Fig. 1: wire density map
27 x 27 tiles, from white (low) to dark blue (high), scaled to the fullest tile. Values are wire area over tile area, all layers added.
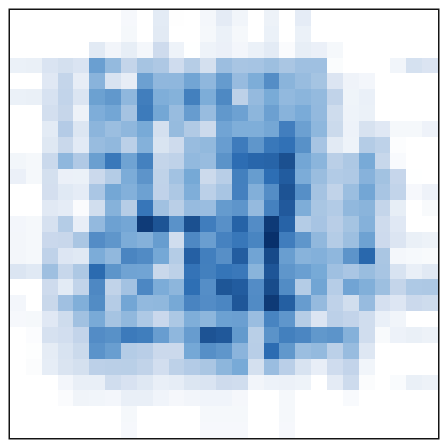
Fig. 2: selected gate families
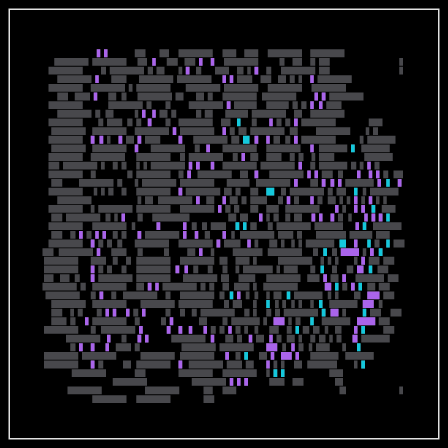
Fig. 3: a small window of the routed layout
The bar under the picture is 5 um long. Region (57, 84) to (77, 104) um. Cells in grey, sequential cells in the stronger grey; small squares are vias.
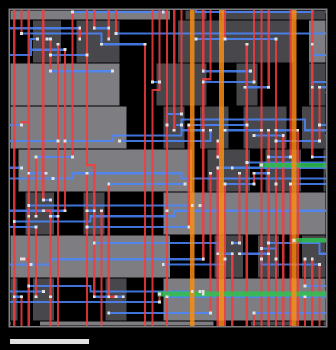
Fig. 4: pin placement
The bar under the picture is 50 um long. Pins as bars across the die edge, other pins in grey.
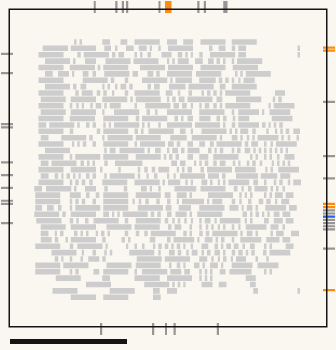
==> config.mk <==
export PLATFORM = sky130hd
export DESIGN_NAME = spi_txn_loader
export DESIGN_NICKNAME = d
export VERILOG_FILES = /design/src/rtl/spi_txn_loader.sv
export SDC_FILE = /design/constraint.sdc
export NUM_CORES = 1
export LEC_CHECK = 0
export ABC_AREA = 1
export CELL_PAD_IN_SITES_DETAIL_PLACEMENT = 1
export CELL_PAD_IN_SITES_GLOBAL_PLACEMENT = 1
export CORE_MARGIN = 10
export CORE_UTILIZATION = 49
export CTS_BUF_LIST = sky130_fd_sc_hd__clkbuf_8
export CTS_CLUSTER_SIZE = 10
export DETAILED_ROUTE_END_ITERATION = 12
export PLACE_DENSITY = 0.91
export SYNTH_ARGS = -nofsm -noshare
export SYNTH_HDL_FRONTEND = slang
export SYNTH_SLANG_ARGS = --single-unit
==> constraint.sdc <==
create_clock -name pclk -period 2.9 [get_ports pclk]
set_input_delay 0.58 -clock pclk [delete_from_list [all_inputs] [get_ports pclk]]
set_output_delay 0.58 -clock pclk [all_outputs]
set_load 0.01 [all_outputs]
==> ci_impl_report.md <==
## Synthesis and layout report

| Metric | Value |
|---|---|
| Status | completed |
| Cell-internal power | 0.00432 W |
| Biggest area cells | edfxtp_1 60%, dfrtp_1 8.5%, nor2_1 7.8% |
| DR iter-0 viols | 520 |
| Input/output buffers | 39 |
| Final hold viol count | 0 |
| Vias/cell | between 5 and 6 |
| Flip-flops with a built-in enable | about 130 |
| Final instance area | around 7700 sq um |
| Post-synth regs | about 150 |
| Share of layout cells above drive strength 1 | 0.125 |
| Layout fillers | 1,362 |
| Top-level I/O count | about 43 |
| Unique cell types | 29 |
| Synth area leader | edfxtp_1 |
| Ys Warns | 0 |
| Drt drc | 0 |
| Mapped Cells | 588 |
| Clock power share | 0.242 |
| Cycle use final | 0.965 |
| HPWL after detailed placement | 11,600 um |
| Skew final | 0.00837 ns |
| CP cell instances | buf_4, buf_8, nor2_1, nor2_1, o21ai_0, o211ai_1, nand3_1, nand3_1, dlygate4sd2_1 |
| Initial Util | 0.506 |
| Final setup violation count | 0 |
| HP Class | flip-flop to flip-flop |
| Clock network power | 0.00164 W |
| Tightest Pin Transition | about 0.90 ns |
| Syn Area/Cell | 11.0 sq um |
| Reg2Reg Depth | 9 |
| Chip area estimate from yosys synthesis | 6440 sq um |
| Final antenna-violating net count | 0 |
| Synth async-reset ratio | 0.147 |
| CP Capture Type | output pin |
| Post-DP Area | 7120 sq um |
| RSZ-0062 raised after global routing | no |
| Initial antenna violation count | 0 |
| Cell area after synthesis | 6440 sq um |
| Slew headroom | 0.401 |
| Number of max-cap violations | 0 |
| CTS sink count | 150 |
| Yosys top cell by instances | nor2_1 |
About Fig. 1:
The densest ninth of the die: centre. 21% of the tiles are over half the peak. The emptiest ninth of the die: upper right. The fullest tile reaches 0.63. 24% of the tiles are nearly empty.
WL per Instance: 23.1 um
Total Wirelength: 19,300 um
via count: 4,855

About Fig. 2:
Purple is nor cells, cells 145. Cyan is inv cells, cells 34.
most numerous logic cell after layout: nor2_1
final std cells w/o fill: 836

About Fig. 3:
Red is metal 2. Orange is metal 4. Blue is metal 1. Green is metal 3.
Most frequent: edfxtp_1 (6), nor2_1 (5). 24 logic cells have their middle in the window. Sequential cells in the window: 6.

About Fig. 4:
Blue is pready, pins 1, direction input, edge right. Orange is paddr, pins 8, direction output, edge 5 right, 3 top.
All pins by edge: 16 right, 12 top, 10 left, 5 bottom.
Die W: 135 um
Die H: 135 um

## area by class of cell
class | instances | area, sq um | share of cell area
Tap cell | 172 | 215 | 0.0280
Clock buffer | 17 | 234 | 0.0304
Clock inverter | 15 | 161 | 0.0210
Timing Repair Buffer | 72 | 758 | 0.0985
Multi-Input combinational cell | 376 | 1790 | 0.233
Inverter | 34 | 136 | 0.0177
Sequential cell | 150 | 4400 | 0.571
## metrics by stage
step	cells	setup WS, ns
global route	836	0.000454
CTS	834	-0.0237
global placement	795	0.362
floorplan	590	0.225
detailed placement	795	0.235
finish	836	0.101
## cells in the final DEF, fill, tap and decap left out, types with 2 or more instances in the layout
cell,n
clkbuf_8,17
clkinv_1,4
buf_6,2
clkinvlp_4,3
a21oi_1,7
conb_1,3
bufinv_16,3
o211ai_1,20
nor2_1,134
nand3_1,48
nand2_2,2
clkinv_2,3
inv_1,28
inv_4,2
nor3_4,2
inv_6,2
clkdlybuf4s50_1,28
ha_1,6
buf_4,21
dfrtp_1,18
buf_8,3
edfxtp_1,128
nand4_1,7
inv_2,3
nor2_2,2
nor3_2,4
o21ai_0,64
dlygate4sd2_1,6
buf_12,5
nand2_1,69
dfrtp_2,4
dlymetal6s2s_1,5
## kinds of logic after synthesis
logic type / share of synthesized area
buf+inv: 0.0427
xor+xnor: 0.00272
flops: 0.682
other cells: 0.000582
fa+ha+maj: 0.0117
compound gates: 0.0802
simple gates: 0.180
## layer usage
layer  vias to the layer above  track usage  part of all wire
li1                       2165            -                 -
met1                      2449        0.248              0.40
met2                       189        0.359              0.51
met3                        52       0.0453             0.050
met4                         0        0.110             0.037
met5                         -            0                 0
## what timing repair did
item                                    4_1_cts  5_1_grt
pin swaps                                     1        0
hold buffers                                  0        0
endpoints found under the setup margin       11        5
resized                                      23       11
cloned                                        1        1
setup buffers                                 6        1
Power figures rest on the tool's default switching activity, not on a simulated workload.
